[config.mk]
export PLATFORM = sky130hd
export DESIGN_NAME = procyon_ifq_wb_flat
export DESIGN_NICKNAME = d
export VERILOG_FILES = /design/src/rtl/procyon_ifq_wb_if.sv /design/src/rtl/procyon_ifq_wb.sv /design/src/flat_wrapper.sv
export SDC_FILE = /design/constraint.sdc
export NUM_CORES = 1
export LEC_CHECK = 0
export ABC_AREA = 1
export CELL_PAD_IN_SITES_DETAIL_PLACEMENT = 1
export CELL_PAD_IN_SITES_GLOBAL_PLACEMENT = 1
export CORE_MARGIN = 4
export CORE_UTILIZATION = 46
export DETAILED_ROUTE_END_ITERATION = 10
export GPL_ROUTABILITY_DRIVEN = 0
export PLACE_DENSITY_LB_ADDON = 0.1
export SYNTH_ARGS = -nofsm -noshare
export SYNTH_HDL_FRONTEND = slang
export SYNTH_SLANG_ARGS = --single-unit
[constraint.sdc]
create_clock -name clk -period 3.21 [get_ports clk]
set_input_delay 0.642 -clock clk [delete_from_list [all_inputs] [get_ports clk]]
set_output_delay 0.642 -clock clk [all_outputs]
set_load 0.05 [all_outputs]
[src/rtl/procyon_ifq_wb_if.sv]
// Wishbone bundle between the instruction fetch queue (master) and a memory-side slave.
// Read-only burst usage: the master drives address/controls, the slave returns ack/data.
interface procyon_ifq_wb_if #(
   parameter int ADDR_WIDTH = 32,
   parameter int DATA_WIDTH = 32
);
   logic                    wb_cyc;
   logic                    wb_stb;
   logic                    wb_we;
   logic [2:0]              wb_cti;
   logic [1:0]              wb_bte;
   logic [DATA_WIDTH/8-1:0] wb_sel;
   logic [ADDR_WIDTH-1:0]   wb_addr;
   logic                    wb_ack;
   logic [DATA_WIDTH-1:0]   wb_data;

   modport master (
      output wb_cyc, wb_stb, wb_we, wb_cti, wb_bte, wb_sel, wb_addr,
      input  wb_ack, wb_data
   );

   modport slave (
      input  wb_cyc, wb_stb, wb_we, wb_cti, wb_bte, wb_sel, wb_addr,
      output wb_ack, wb_data
   );
endinterface

[src/rtl/procyon_ifq_wb.sv]
// Instruction fetch queue: buffers line-fill requests and fetches each line with one
// Wishbone incrementing burst, returning the whole line as a single-cycle fill pulse.
// Handshake: a beat completes on any cycle where stb=1 and ack=1; stb/addr/cti hold until then.
module procyon_ifq_wb #(
   parameter int OPTN_ADDR_WIDTH    = 32,
   parameter int OPTN_IC_LINE_SIZE  = 32,
   parameter int OPTN_IFQ_DEPTH     = 2,
   parameter int OPTN_WB_DATA_WIDTH = 32,
   parameter int OPTN_WB_ADDR_WIDTH = 32
) (
   input  logic                           clk,
   input  logic                           n_rst,
   input  logic                           i_flush,
   input  logic                           i_alloc_en,
   input  logic [OPTN_ADDR_WIDTH-1:0]     i_alloc_addr,
   output logic                           o_full,
   output logic                           o_fill_en,
   output logic [OPTN_ADDR_WIDTH-1:0]     o_fill_addr,
   output logic [OPTN_IC_LINE_SIZE*8-1:0] o_fill_data,
   output logic [1:0]                     o_dbg_state,
   procyon_ifq_wb_if.master               wb
);
   localparam int WB_DATA_SIZE = OPTN_WB_DATA_WIDTH / 8;
   localparam int BEATS        = OPTN_IC_LINE_SIZE / WB_DATA_SIZE;
   localparam int BW           = (BEATS > 1) ? $clog2(BEATS) : 1;
   localparam int QW           = $clog2(OPTN_IFQ_DEPTH);
   localparam int CW           = QW + 1;
   localparam int LW           = OPTN_IC_LINE_SIZE * 8;
   localparam logic [OPTN_ADDR_WIDTH-1:0] OFFSET_MASK = OPTN_ADDR_WIDTH'(OPTN_IC_LINE_SIZE - 1);

   typedef enum logic [1:0] {
      ST_IDLE = 2'b00,
      ST_BUSY = 2'b01,
      ST_DONE = 2'b10
   } state_e;

   state_e                      state_q, state_d;
   logic [BW-1:0]               beat_q, beat_d;
   logic [OPTN_ADDR_WIDTH-1:0]  line_addr_q, line_addr_d;
   logic [OPTN_WB_ADDR_WIDTH-1:0] wb_addr_q, wb_addr_d;
   logic                        cyc_q, cyc_d;
   logic [2:0]                  cti_q, cti_d;
   logic [LW-1:0]               line_q, line_d;
   logic                        fill_en_q, fill_en_d;
   logic [OPTN_ADDR_WIDTH-1:0]  fill_addr_q, fill_addr_d;
   logic [LW-1:0]               fill_data_q, fill_data_d;
   logic [QW-1:0]               head_q, head_d, tail_q, tail_d;
   logic [CW-1:0]               count_q, count_d;
   logic [OPTN_ADDR_WIDTH-1:0]  qaddr_q [OPTN_IFQ_DEPTH];
   logic [OPTN_ADDR_WIDTH-1:0]  qaddr_d [OPTN_IFQ_DEPTH];
   logic [OPTN_IFQ_DEPTH-1:0]   qvld_q, qvld_d;
   logic [OPTN_ADDR_WIDTH-1:0]  alloc_line;
   logic                        dup, enq, deq;

   assign alloc_line = i_alloc_addr & ~OFFSET_MASK;
   assign o_full     = (count_q == CW'(OPTN_IFQ_DEPTH));

   always_comb begin
      state_d     = state_q;
      beat_d      = beat_q;
      line_addr_d = line_addr_q;
      wb_addr_d   = wb_addr_q;
      cyc_d       = cyc_q;
      cti_d       = cti_q;
      line_d      = line_q;
      fill_en_d   = 1'b0;
      fill_addr_d = fill_addr_q;
      fill_data_d = fill_data_q;
      head_d      = head_q;
      tail_d      = tail_q;
      count_d     = count_q;
      qaddr_d     = qaddr_q;
      qvld_d      = qvld_q;
      dup         = 1'b0;
      deq         = 1'b0;

      // The in-flight line stays queued until DONE, but check it directly as well.
      for (int i = 0; i < OPTN_IFQ_DEPTH; i++) begin
         if (qvld_q[i] && (qaddr_q[i] == alloc_line)) dup = 1'b1;
      end
      if ((state_q != ST_IDLE) && (line_addr_q == alloc_line)) dup = 1'b1;
      enq = i_alloc_en && !o_full && !dup && !i_flush;

      case (state_q)
         ST_IDLE: begin
            if ((count_q != '0) && !i_flush) begin
               line_addr_d = qaddr_q[head_q];
               wb_addr_d   = OPTN_WB_ADDR_WIDTH'(qaddr_q[head_q]);
               beat_d      = '0;
               cyc_d       = 1'b1;
               cti_d       = (BEATS == 1) ? 3'b111 : 3'b010;
               state_d     = ST_BUSY;
            end
         end
         ST_BUSY: begin
            if (i_flush) begin
               cyc_d   = 1'b0;
               beat_d  = '0;
               state_d = ST_IDLE;
            end else if (wb.wb_ack) begin
               for (int k = 0; k < BEATS; k++) begin
                  if (beat_q == BW'(k))
                     line_d[k*OPTN_WB_DATA_WIDTH +: OPTN_WB_DATA_WIDTH] = wb.wb_data;
               end
               if (beat_q == BW'(BEATS - 1)) begin
                  cyc_d   = 1'b0;
                  beat_d  = '0;
                  state_d = ST_DONE;
               end else begin
                  beat_d    = beat_q + 1'b1;
                  wb_addr_d = wb_addr_q + OPTN_WB_ADDR_WIDTH'(WB_DATA_SIZE);
                  cti_d     = (beat_d == BW'(BEATS - 1)) ? 3'b111 : 3'b010;
               end
            end
         end
         ST_DONE: begin
            deq     = 1'b1;
            state_d = ST_IDLE;
            if (!i_flush) begin
               fill_en_d   = 1'b1;
               fill_addr_d = line_addr_q;
               fill_data_d = line_q;
            end
         end
         default: state_d = ST_IDLE;
      endcase

      if (i_flush) begin
         head_d  = '0;
         tail_d  = '0;
         count_d = '0;
         qvld_d  = '0;
      end else begin
         if (deq) begin
            qvld_d[head_q] = 1'b0;
            head_d         = head_q + 1'b1;
         end
         if (enq) begin
            qaddr_d[tail_q] = alloc_line;
            qvld_d[tail_q]  = 1'b1;
            tail_d          = tail_q + 1'b1;
         end
         count_d = count_q + CW'(enq) - CW'(deq);
      end
   end

   always_ff @(posedge clk or negedge n_rst) begin
      if (!n_rst) begin
         state_q     <= ST_IDLE;
         beat_q      <= '0;
         line_addr_q <= '0;
         wb_addr_q   <= '0;
         cyc_q       <= 1'b0;
         cti_q       <= 3'b000;
         line_q      <= '0;
         fill_en_q   <= 1'b0;
         fill_addr_q <= '0;
         fill_data_q <= '0;
         head_q      <= '0;
         tail_q      <= '0;
         count_q     <= '0;
         qvld_q      <= '0;
         for (int i = 0; i < OPTN_IFQ_DEPTH; i++) qaddr_q[i] <= '0;
      end else begin
         state_q     <= state_d;
         beat_q      <= beat_d;
         line_addr_q <= line_addr_d;
         wb_addr_q   <= wb_addr_d;
         cyc_q       <= cyc_d;
         cti_q       <= cti_d;
         line_q      <= line_d;
         fill_en_q   <= fill_en_d;
         fill_addr_q <= fill_addr_d;
         fill_data_q <= fill_data_d;
         head_q      <= head_d;
         tail_q      <= tail_d;
         count_q     <= count_d;
         qvld_q      <= qvld_d;
         qaddr_q     <= qaddr_d;
      end
   end

   assign o_fill_en   = fill_en_q;
   assign o_fill_addr = fill_addr_q;
   assign o_fill_data = fill_data_q;
   assign o_dbg_state = state_q;

   assign wb.wb_cyc  = cyc_q;
   assign wb.wb_stb  = cyc_q;
   assign wb.wb_we   = 1'b0;
   assign wb.wb_cti  = cti_q;
   assign wb.wb_bte  = 2'b00;
   assign wb.wb_sel  = '1;
   assign wb.wb_addr = wb_addr_q;
endmodule
[src/flat_wrapper.sv]
// flat-port wrapper written by rule: the top's interface ports become plain ports
module procyon_ifq_wb_flat 
#(
   parameter int OPTN_ADDR_WIDTH    = 32,
   parameter int OPTN_IC_LINE_SIZE  = 32,
   parameter int OPTN_IFQ_DEPTH     = 2,
   parameter int OPTN_WB_DATA_WIDTH = 32,
   parameter int OPTN_WB_ADDR_WIDTH = 32
)
  (clk, n_rst, i_flush, i_alloc_en, i_alloc_addr, o_full, o_fill_en, o_fill_addr, o_fill_data, o_dbg_state, wb_wb_cyc, wb_wb_stb, wb_wb_we, wb_wb_cti, wb_wb_bte, wb_wb_sel, wb_wb_addr, wb_wb_ack, wb_wb_data);
  procyon_ifq_wb_if wb_i ();
  input  logic clk;
  input  logic n_rst;
  input  logic i_flush;
  input  logic i_alloc_en;
  input  logic [OPTN_ADDR_WIDTH-1:0] i_alloc_addr;
  output logic o_full;
  output logic o_fill_en;
  output logic [OPTN_ADDR_WIDTH-1:0] o_fill_addr;
  output logic [OPTN_IC_LINE_SIZE*8-1:0] o_fill_data;
  output logic [1:0] o_dbg_state;
  output wire logic [$bits(wb_i.wb_cyc)-1:0] wb_wb_cyc;
  output wire logic [$bits(wb_i.wb_stb)-1:0] wb_wb_stb;
  output wire logic [$bits(wb_i.wb_we)-1:0] wb_wb_we;
  output wire logic [$bits(wb_i.wb_cti)-1:0] wb_wb_cti;
  output wire logic [$bits(wb_i.wb_bte)-1:0] wb_wb_bte;
  output wire logic [$bits(wb_i.wb_sel)-1:0] wb_wb_sel;
  output wire logic [$bits(wb_i.wb_addr)-1:0] wb_wb_addr;
  input wire logic [$bits(wb_i.wb_ack)-1:0] wb_wb_ack;
  input wire logic [$bits(wb_i.wb_data)-1:0] wb_wb_data;
  assign wb_wb_cyc = wb_i.wb_cyc;
  assign wb_wb_stb = wb_i.wb_stb;
  assign wb_wb_we = wb_i.wb_we;
  assign wb_wb_cti = wb_i.wb_cti;
  assign wb_wb_bte = wb_i.wb_bte;
  assign wb_wb_sel = wb_i.wb_sel;
  assign wb_wb_addr = wb_i.wb_addr;
  assign wb_i.wb_ack = wb_wb_ack;
  assign wb_i.wb_data = wb_wb_data;
  procyon_ifq_wb #(.OPTN_ADDR_WIDTH(OPTN_ADDR_WIDTH), .OPTN_IC_LINE_SIZE(OPTN_IC_LINE_SIZE), .OPTN_IFQ_DEPTH(OPTN_IFQ_DEPTH), .OPTN_WB_DATA_WIDTH(OPTN_WB_DATA_WIDTH), .OPTN_WB_ADDR_WIDTH(OPTN_WB_ADDR_WIDTH)) u_core (.clk(clk), .n_rst(n_rst), .i_flush(i_flush), .i_alloc_en(i_alloc_en), .i_alloc_addr(i_alloc_addr), .o_full(o_full), .o_fill_en(o_fill_en), .o_fill_addr(o_fill_addr), .o_fill_data(o_fill_data), .o_dbg_state(o_dbg_state), .wb(wb_i));
endmodule
clk_routes.png
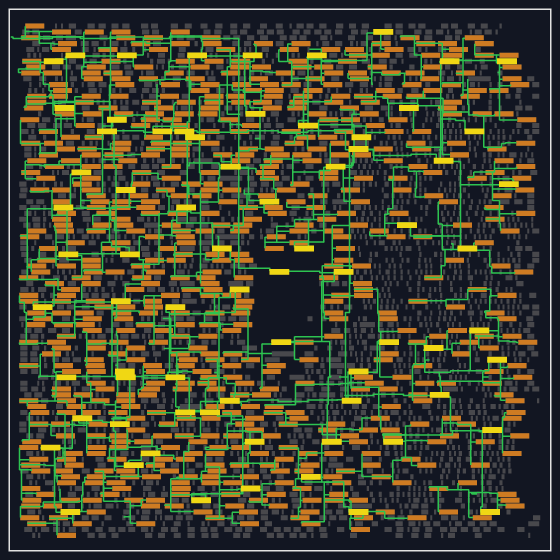
Yellow is clock drivers, count 72. Orange is flip-flops, count 665. Green is clock wires, length 8700 um.
Position of the flops: spread over the die.

layer_met2.png
Scale bar: 100 um.
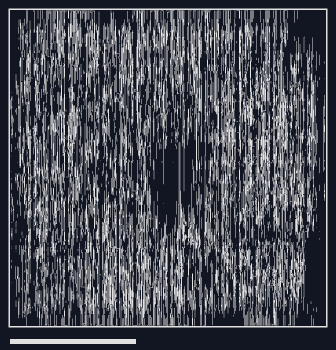
The longest straight run is 113 um. The wires run mostly vertical. 2807 nets have wire on it.
met2 Usage GRT: 49.9%
final WL: 90300 um
DR vias: 20700

==> flow_summary_export.csv <==
group,metric,value,unit
placed_design,dp_cells,3696,
floorplan,die_area,0.0630,sq mm
drt,wire_per_inst,23.6,um
placed_design,post-dp-hpwl,61900,um
placed_design,io_buffers,385,
final_timing,fmax,348,MHz
worst_setup_path,critical_path.endpoint_type,"output port",
power,p_leak,0.0166,uW
synth,ys_ff,665,
final_timing,setup_tns,0,ns
final_timing,whs,0.466,ns
synth,synth.top_cell.area_share,61.3,%
worst_setup_path,cp.required,2.57,ns
synth,yosysMostFrequentCell,"dfrtp_1",
floorplan,dieWidth,251,um
synth,ys_cells,2613,
final_timing,fin_crit,2.87,ns
synth,largest_area_cell,"dfrtp_1",
synth,async_flop_share,100,%
final_layout,syn2layout_area_growth,27.0,%
clock_network,ctsResizeCount,0,
synth,syn_avg_cell_area,10.4,sq um
final_timing,period_used_share,89.4,%
floorplan,ioPinCount,405,
worst_setup_path,worstPathMaxFanout,3,
worst_setup_path,start_kind,"register",
final_timing,setup_viol,0,
clock_network,numCtsBuffers,72,
global_route,antenna_found_initial,2,
synth,synth_cell_types,37,
drt,ant_nets,0,
floorplan,fp_util,46.8,%
final_timing,layout_setup_ws,0.340,ns
drt,drt_first_pass_iters,5,
clock_network,htree_num_levels,3,
clock_network,root_buffer,"clkbuf_16",
synth,synthTopCellsByCount,"dfrtp_1 (665), nand2_1 (633), o21ai_0 (267), mux2_2 (210), inv_1 (164)",
outcome,status,"finished clean",
final_timing,rsz0062_at_grt,"no",
drt,route.detailed.drc,0,
clock_network,cts_max_path_buffers,3,
synth,edf_count,0,
run,max-cap-violations,0,
global_route,grt_usage,28.6,%
final_timing,timing.clock.skew,0.0160,ns
global_route,overflow,0,
synth,synth_seq_share,61.3,%
final_layout,drive_above_1_share,13.8,%
clock_network,clock_latency,0.62,ns
floorplan,die_y,251,um
synth,syn_area,0.0271,sq mm
clock_network,clkSinkCount,665,
synth,ys_chip_area,0.0271,sq mm
synth,yosys-top-cells-area,"dfrtp_1 (61%), nand2_1 (8.8%), mux2_2 (8.7%)",
final_layout,fin_util,59.4,%
global_route,grt_max_degree,120,
worst_setup_path,crit_arrival,2.23,ns
global_route,grt_pass1_wl,139000,um
synth,flop_cell,"dfrtp_1",
placed_design,dpl_worst_slack,-0.0758,ns
final_timing,worstMarginPinSlew,1.18,ns
final_timing,hold_viol_final,0,
final_timing,drv_slew,0,
final_layout,design.final.nets,3084,
clock_network,clk_pin_slew,0.06,ns
clock_network,cts_setup_buffers,0,
worst_setup_path,worst-setup-path-type,"reg2out",
synth,ys_warn_count,0,
global_route,grt_util_met3,6.84,%
drt,drt_iter0_drc,1215,
synth,synthCells,2613,
power,power_density,895,mW/mm^2
clock_network,cts_tree,"yes",
global_route,grtUsageMet1,33.4,%
global_route,top_usage_layer,"met2",
min_path,hold_class,"reg2reg",
final_timing,slew_headroom,21.4,%
drt,viasPerCell,5.41,
final_layout,final_cells,3828,
power,irDropWorstVdd,518,uV
global_route,grt_pass1_vias,23100,
run,tool_warnings,39,
placement_by_type.png
Scale bar: 100 um. Fill, decap, tap and diode cells in grey.
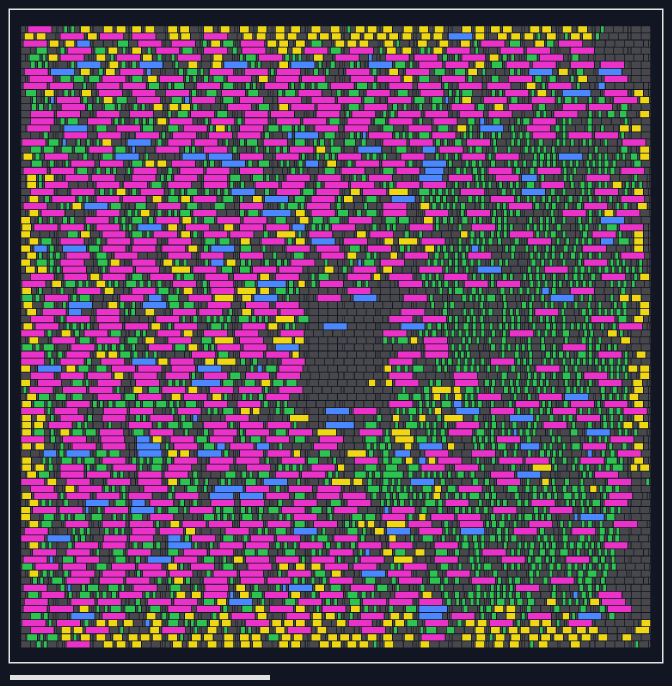
Magenta is sequential cells, cells 665, share of their area 50%. Green is combinational and other logic, cells 1828, share of their area 30%. Blue is clock drivers and dummy loads, cells 129, share of their area 7.3%. Yellow is remaining buffers and delay cells, cells 439, share of their area 14%.

placement.png
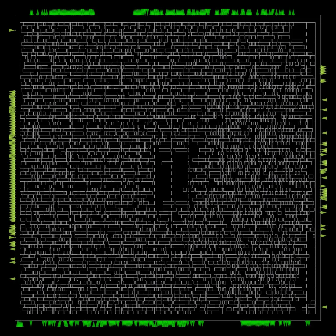
FF+latch count: 665
Site Rows: 88
# Taps: 765
core area: 0.0580 sq mm

## final cells by class
class                   count  area (sq um)
fillers                  6190         23500
flip-flops and latches    665         16600
multi-input cells        1631          9150
repair buffers            439          4530
clock buffers             101          2070
well taps                 765           957
inverters                 197           739
clock inverters            28           385
diodes                      2          5.00
## layout by cell type (no fill, tap or decap), types with 14 or more instances in the layout
cell type	synthesis	final
o21ai_0	267	267
clkbuf_8	0	14
a21oi_1	98	98
buf_12	0	21
o21ai_1	51	51
nand2_1	633	633
buf_4	39	32
nand3_1	50	50
clkdlybuf4s50_1	0	384
clkbuf_1	64	14
clkbuf_16	0	73
conb_1	2	14
nor2_1	142	141
mux2_1	52	52
o21a_1	23	23
inv_1	164	164
dfrtp_1	665	665
mux2_2	210	210
nand4_1	19	19
inv_2	28	28
## flip-flops by register name (all words and copies together) (netlist names)
name                flops
u_core.qvld_q           2
u_core.tail_q           1
u_core.line_q         256
u_core.wb.wb_addr      30
u_core.o_fill_data    256
u_core.o_fill_addr     27
u_core.wb.wb_cyc        1
u_core.wb.wb_cti        2
u_core.beat_q           3
u_core.count_q          2
u_core.o_fill_en        1
u_core.qaddr_q         54
u_core.o_dbg_state      2
u_core.line_addr_q     27
u_core.head_q           1
## metrics by stage
| step | area [sq um] | power, uW |
|---|---|---|
| final | 34500 | 30900 |
| after CTS | 34500 | 31100 |
| after detailed placement | 32000 | 22200 |
| after global routing | 34500 | 32300 |
| after floorplan | 27200 | 18000 |
| after global placement | 32000 | 21800 |
## cell families (layout without fill, tap and decap cells)
kind of cell    Yosys count  after routing  synth area share (%)
other cells               2             16                0.0277
flops                   665            665                  61.3
xor+xnor                 22             22                 0.710
buf+inv                 329            765                  5.22
mux                     262            262                  10.9
compound gates          452            452                  8.64
fa+ha+maj                 9              9                 0.415
simple gates            872            872                  12.8
## worst paths after layout
kind / start / endpoint / depth (start not counted) / slack [ns]
min in group asynchronous: n_rst / u_core.wb.wb_cti[1]$_DFFE_PN0P_ / 2 / 0.55
min reg2reg: u_core.wb.wb_cti[1]$_DFFE_PN0P_ / u_core.wb.wb_cti[1]$_DFFE_PN0P_ / 1 / 0.47
min: u_core.wb.wb_cti[1]$_DFFE_PN0P_ / u_core.wb.wb_cti[1]$_DFFE_PN0P_ / 1 / 0.47
max: u_core.count_q[1]$_DFF_PN0_ / o_full / 3 / 0.34
max reg2reg: u_core.beat_q[1]$_DFFE_PN0P_ / u_core.wb.wb_addr[18]$_DFFE_PN0P_ / 7 / 0.44
max in group asynchronous: n_rst / u_core.line_q[117]$_DFFE_PN0P_ / 3 / 1.61
## layer usage
metal	wire length [um]	up-vias
met5	0	-
met4	4930	0
met3	4960	206
met2	46300	490
met1	34100	10700
li1	-	9286
## critical path: stages (launching register included)
cell and delay [ns]:
dfrtp_1 0.36, inv_1 0.08, nor2_1 0.30, clkdlybuf4s50_1 0.88
## power breakdown
part	switching [uW]	internal (uW)	leakage (uW)	total [uW]
Sequential	1660	10400	0.00882	12100
Combinational	6790	3310	0.00656	10100
Clock	3550	5110	0.00120	8670
Total	12000	18900	0.0166	30900
## repair_timing
action                                  in CTS  in global routing
hold buffers                                 1                  0
endpoints found under the setup margin       0                  0
hold endpoints to repair                    36                  0
Power figures rest on the tool's default switching activity, not on a simulated workload.
